The metal 1 layer:
Cells faint in the background.
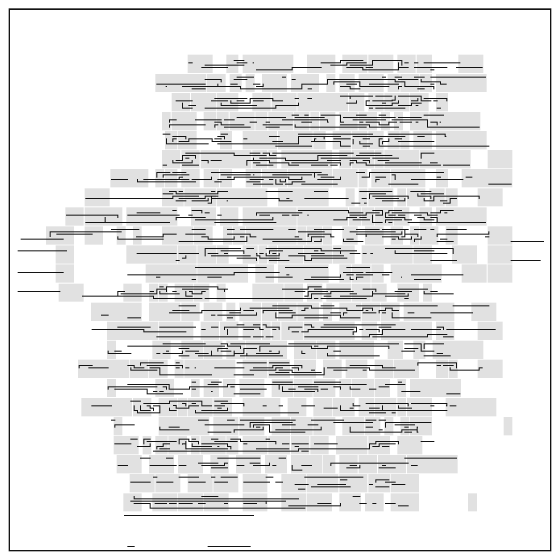
M2 wires:
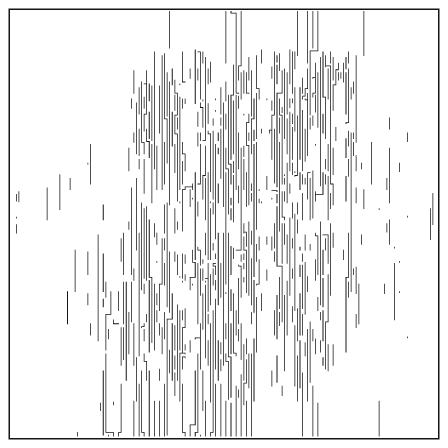
M4 wires:
Cells faint in the background.
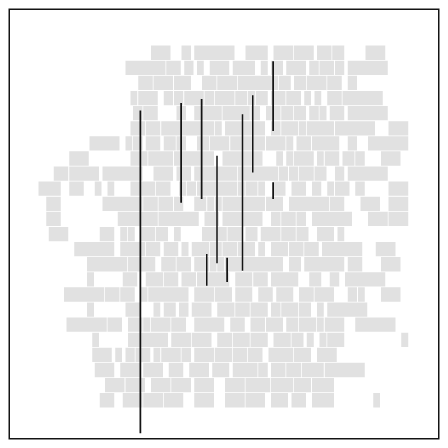
**src/rtl/fwd_hazard_ctrl.sv**
```systemverilog
// Forwarding and hazard controller: a registered scoreboard of in-flight destination
// registers drives operand-forwarding selects, load-use stalls, flushes and freeze control.
module fwd_hazard_ctrl #(
  parameter int unsigned FWD_STAGES = 2,
  parameter int unsigned LOAD_LAT   = 1,
  parameter int unsigned CNT_W      = 16
) (
  input  logic             clk,
  input  logic             rst,
  input  logic [31:0]      inst_id,
  input  logic             redirect,
  input  logic             mem_ready,
  output logic             pc_en,
  output logic [3:0]       ff_en,
  output logic [3:0]       ff_rst,
  output logic [1:0]       a_sel,
  output logic [1:0]       b_sel,
  output logic [CNT_W-1:0] stall_cnt
);

  typedef struct packed {
    logic       vld;
    logic       wr;
    logic       ld;
    logic [4:0] rd;
  } slot_t;

  typedef enum logic [1:0] {
    MODE_RUN,
    MODE_STALL,
    MODE_FLUSH,
    MODE_WAIT
  } mode_e;

  localparam logic [4:0] OP_LUI    = 5'b01101;
  localparam logic [4:0] OP_AUIPC  = 5'b00101;
  localparam logic [4:0] OP_JAL    = 5'b11011;
  localparam logic [4:0] OP_RTYPE  = 5'b01100;
  localparam logic [4:0] OP_STORE  = 5'b01000;
  localparam logic [4:0] OP_BRANCH = 5'b11000;

  // slot_q[0] is slot 1 (nearest ahead of EX), slot_q[FWD_STAGES-1] the farthest.
  slot_t            slot_q [FWD_STAGES];
  slot_t            slot_d [FWD_STAGES];
  logic [1:0]       a_sel_q, a_sel_d;
  logic [1:0]       b_sel_q, b_sel_d;
  logic [CNT_W-1:0] cnt_q, cnt_d;

  logic [4:0] opc;
  logic [4:0] rs1;
  logic [4:0] rs2;
  logic       in_vld;
  logic       use_rs1;
  logic       use_rs2;
  slot_t      dec;

  always_comb begin
    opc     = inst_id[6:2];
    rs1     = inst_id[19:15];
    rs2     = inst_id[24:20];
    in_vld  = (inst_id[1:0] == 2'b11);
    use_rs1 = in_vld && (opc != OP_LUI) && (opc != OP_AUIPC) && (opc != OP_JAL);
    use_rs2 = in_vld && ((opc == OP_RTYPE) || (opc == OP_STORE) || (opc == OP_BRANCH));
    dec.vld = in_vld;
    dec.wr  = in_vld && (opc != OP_STORE) && (opc != OP_BRANCH) && (inst_id[11:7] != 5'd0);
    dec.ld  = (inst_id[6:0] == 7'b0000011);
    dec.rd  = inst_id[11:7];
  end

  logic [1:0] a_k, b_k;
  logic       a_hit, b_hit, a_ld, b_ld;
  logic       hazard;

  // Ascending search with a hit flag so the nearest writer takes precedence.
  always_comb begin
    a_k   = '0;
    b_k   = '0;
    a_hit = 1'b0;
    b_hit = 1'b0;
    a_ld  = 1'b0;
    b_ld  = 1'b0;
    for (int unsigned k = 0; k < FWD_STAGES; k++) begin
      if (!a_hit && slot_q[k].vld && slot_q[k].wr && (slot_q[k].rd == rs1)) begin
        a_hit = 1'b1;
        a_k   = 2'(k + 1);
        a_ld  = slot_q[k].ld && ((k + 1) <= LOAD_LAT);
      end
      if (!b_hit && slot_q[k].vld && slot_q[k].wr && (slot_q[k].rd == rs2)) begin
        b_hit = 1'b1;
        b_k   = 2'(k + 1);
        b_ld  = slot_q[k].ld && ((k + 1) <= LOAD_LAT);
      end
    end
    if (!use_rs1 || (rs1 == 5'd0)) begin
      a_k  = '0;
      a_ld = 1'b0;
    end
    if (!use_rs2 || (rs2 == 5'd0)) begin
      b_k  = '0;
      b_ld = 1'b0;
    end
    hazard = a_ld || b_ld;
  end

  mode_e mode;

  always_comb begin
    if (rst)             mode = MODE_RUN;
    else if (!mem_ready) mode = MODE_WAIT;
    else if (redirect)   mode = MODE_FLUSH;
    else if (hazard)     mode = MODE_STALL;
    else                 mode = MODE_RUN;
  end

  always_comb begin
    pc_en  = 1'b1;
    ff_en  = 4'b1111;
    ff_rst = 4'b0000;
    unique case (mode)
      MODE_WAIT: begin
        pc_en = 1'b0;
        ff_en = 4'b0000;
      end
      MODE_FLUSH: ff_rst = 4'b0011;
      MODE_STALL: begin
        pc_en  = 1'b0;
        ff_en  = 4'b1110;
        ff_rst = 4'b0010;
      end
      default: ;
    endcase
  end

  always_comb begin
    slot_d  = slot_q;
    a_sel_d = a_sel_q;
    b_sel_d = b_sel_q;
    cnt_d   = cnt_q;
    if (mode != MODE_WAIT) begin
      for (int unsigned i = 1; i < FWD_STAGES; i++) slot_d[i] = slot_q[i-1];
      if (mode == MODE_RUN) begin
        slot_d[0] = dec;
        a_sel_d   = a_k;
        b_sel_d   = b_k;
      end else begin
        slot_d[0] = '0;
        a_sel_d   = '0;
        b_sel_d   = '0;
      end
      if ((mode == MODE_STALL) && (cnt_q != '1)) cnt_d = cnt_q + 1'b1;
    end
  end

  always_ff @(posedge clk) begin
    if (rst) begin
      for (int unsigned i = 0; i < FWD_STAGES; i++) slot_q[i] <= '0;
      a_sel_q <= '0;
      b_sel_q <= '0;
      cnt_q   <= '0;
    end else begin
      slot_q  <= slot_d;
      a_sel_q <= a_sel_d;
      b_sel_q <= b_sel_d;
      cnt_q   <= cnt_d;
    end
  end

  assign a_sel     = a_sel_q;
  assign b_sel     = b_sel_q;
  assign stall_cnt = cnt_q;

endmodule

```
**config.mk**
```make
export PLATFORM = sky130hd
export DESIGN_NAME = fwd_hazard_ctrl
export DESIGN_NICKNAME = d
export VERILOG_FILES = /design/src/rtl/fwd_hazard_ctrl.sv
export SDC_FILE = /design/constraint.sdc
export NUM_CORES = 1
export LEC_CHECK = 0
export CAP_MARGIN = 20
export CORE_MARGIN = 5
export CORE_UTILIZATION = 47
export DETAILED_ROUTE_END_ITERATION = 10
export PLACE_DENSITY = 0.88
export SLEW_MARGIN = 10
export SYNTH_ARGS = -nofsm -noshare
export SYNTH_HDL_FRONTEND = slang
export SYNTH_SLANG_ARGS = --single-unit
```
**constraint.sdc**
```tcl
create_clock -name clk -period 3.6 [get_ports clk]
set_input_delay 0.72 -clock clk [delete_from_list [all_inputs] [get_ports clk]]
set_output_delay 0.72 -clock clk [all_outputs]
set_load 0.03 [all_outputs]
```
==> GITHUB_STEP_SUMMARY <==
## Implementation flow summary

| Metric | Value |
|---|---|
| Status | finished, final reports clean |
| Layout Area Growth over Synthesis | 39.6% |
| Distinct lib cells | 49 |
| Delay of the slowest critical-path stage | 600 ps |
| Sink Count | 35 |
| WS Path Type | in -> out |
| Rows | 24 |
| # clk buffers | 6 |
| CP Capture Type | primary output |
| CTS Buf Count | 5 |
| Clock buffer depth | 2 |
| Hold path cells | 2 |
| Area-dominant class | combinational gates |
| First-pass GRT wire length | 9.93 mm |
| Crit path from | inst_id[16] |
| Log Warnings | 40 |
| Yosys adder share | 2.96% |
| EDFF count, synth | 0 |
| Post-cts gate resize count | 11 |
| Clk_lat worst skew | 290 ps |
| Critical path required time | 2880 ps |
| Combinational share of cell area | 43.7% |
| Slew Viols, Final | 0 |
| GRT Overall Usage | 20.3% |
| WL per Instance | 16.7 um |
| Max Clock Freq | 280 MHz |
| Met3 wire length | 398 um |
| Synth async-reset ratio | 0% |
| Sequential power share | 47.6% |
| Grt peak-use layer | met2 |
| DR iter-0 viols | 247 |
| Ys cells | 244 |
| Cell Int Power | 0.625 mW |
| Clk pwr share | 33.8% |
| # DRC | 0 |
| CTS tree | built |
| Top cells excl fill/tap | clkdlybuf4s50_1 (41), buf_4 (36), dfxtp_1 (35) |
| Die W | 77.1 um |
| Die area | 5940 um^2 |
| Non-clk bufs | 85 |
| Compound Share, Synth | 14.8% |
| R2R depth | 10 |
| Startpoint Class | primary input |
| Critical path depth | 7 |
| Core Util, Final | 67.7% |
| Synth cell count leaders | dfxtp_1 (35), nor2_1 (24), xor2_1 (16) |
| Non-clock buffers, area share | 26.2% |
| Worst Hold Class | reg -> reg |
| RR Endpoint | stall_cnt[12] |
| Drt pass-1 iters | 4 |
| Xor+xnor area frac | 8.29% |
| Post-route cell area | 2950 um^2 |
| Simple-Gate Area Share | 26.4% |
| Crit path top cell by count | buf_4 |
| Family with the most delay on the worst path | buffers and inverters |
| DR top layer | met4 |
| Pwr per Cell Area | 289 nW/um^2 |
| Hold Buf Count CTS | 0 |
| Clk power | 0.288 mW |
| Hold Crit Start | b_sel[0] |
| Biggest area consumer among synthesized cells | dfxtp_1 |
| VDD IR max | 0.000176 V |
| H-tree levels | 2 |
| Synthesized cell area | 2110 um^2 |
| Yosys synthesis chip area | 2110 um^2 |
| Top cell excl fill/tap | clkdlybuf4s50_1 |
| Initial antenna violation count | 0 |
| Share of cells above drive strength 1 | 19.7% |
| Setup crit end | ff_rst[0] |
| Top cells by area | dfxtp_1 (33%), xor2_1 (6.6%), mux2i_1 (4.3%), nor2_1 (4.3%), a21oi_1 (3.3%) |
| Vias in the first global route | 2095 |
| Crit path cell chain | clkdlybuf4s50_1, or4_1, o2111ai_2, buf_4, o31a_1, ha_2, buf_4 |
| P_comb | 0.159 mW |
| Filler cells | 330 |
| Nets@finish | 360 |
| Crit-path slowest cell | or4_1 |
| GRT met3 Usage | 4.92% |
| Core Area | 4350 um^2 |
| # IOs | 65 |
| FP Core Util | 48.5% |
| Multi-input gate count | 183 |
| Cells after Synth | 244 |
| NetSw | 0.227 mW |
| Sw Ratio | 26.7% |
| Syn. warnings | 0 |
| Gr ovfl total | 0 |
| Invs w/o clock | 9 |
| Max cap viols | 0 |
| Top power group | registers |
| Gp weighted congestion | 0.831 |
| P_leak | 1.16 nW |
| Setup Fix Bufs, Post-CTS | 1 |
| Max FFs per register | 16 |
| Final setup violation count | 0 |
| Post-synth seq share | 33.2% |
| Tot Pwr | 0.852 mW |
| R2R Setup Slk | 710 ps |
| Hold path endpoint | b_sel[0] |
| Antenna Nets Post-Route | 0 |
| Area fraction in mux cells | 5.86% |
| Place WS | -220 ps |
| HPWL after DPL | 4.30 mm |
| ANT cells | 0 |
| Power of the sequential group | 0.405 mW |
| Worst path bufs/invs | 3 |
| Cycle use final | 99.1% |
| R2R Path Start | slot_q[8] |
| Flop share of the area | 23.8% |
| IO buf count | 52 |
| Well Taps | 52 |
| Reg area | 701 um^2 |
| Fin worst setup slack | 33.6 ps |
| Largest net degree at the start of global routing | 41 |
| Most used DFF post-synth | dfxtp_1 |
| Worst-path maximum fanout | 3 |
| Met2 WL | 3.07 mm |
| Seq Cell Count | 35 |
| Post-Layout Cell Count | 371 |
-- 'the metal 1 layer' (at the start) --
main direction = horizontal
nets with wire on the layer = 319
wire length on this layer = 2560 um
longest straight run = 23.5 um
grt met1 use: 24.3%
DR vias: 2161
WL final: 6.21 mm

-- 'M2 wires' (at the start) --
main direction = vertical
nets with wire on the layer = 307
share of all routed wire = 49%
grt met2 use: 34.8%

-- 'M4 wires' (at the start) --
nets with wire on the layer = 10
main direction = vertical

Power figures rest on the tool's default switching activity, not on a simulated workload.
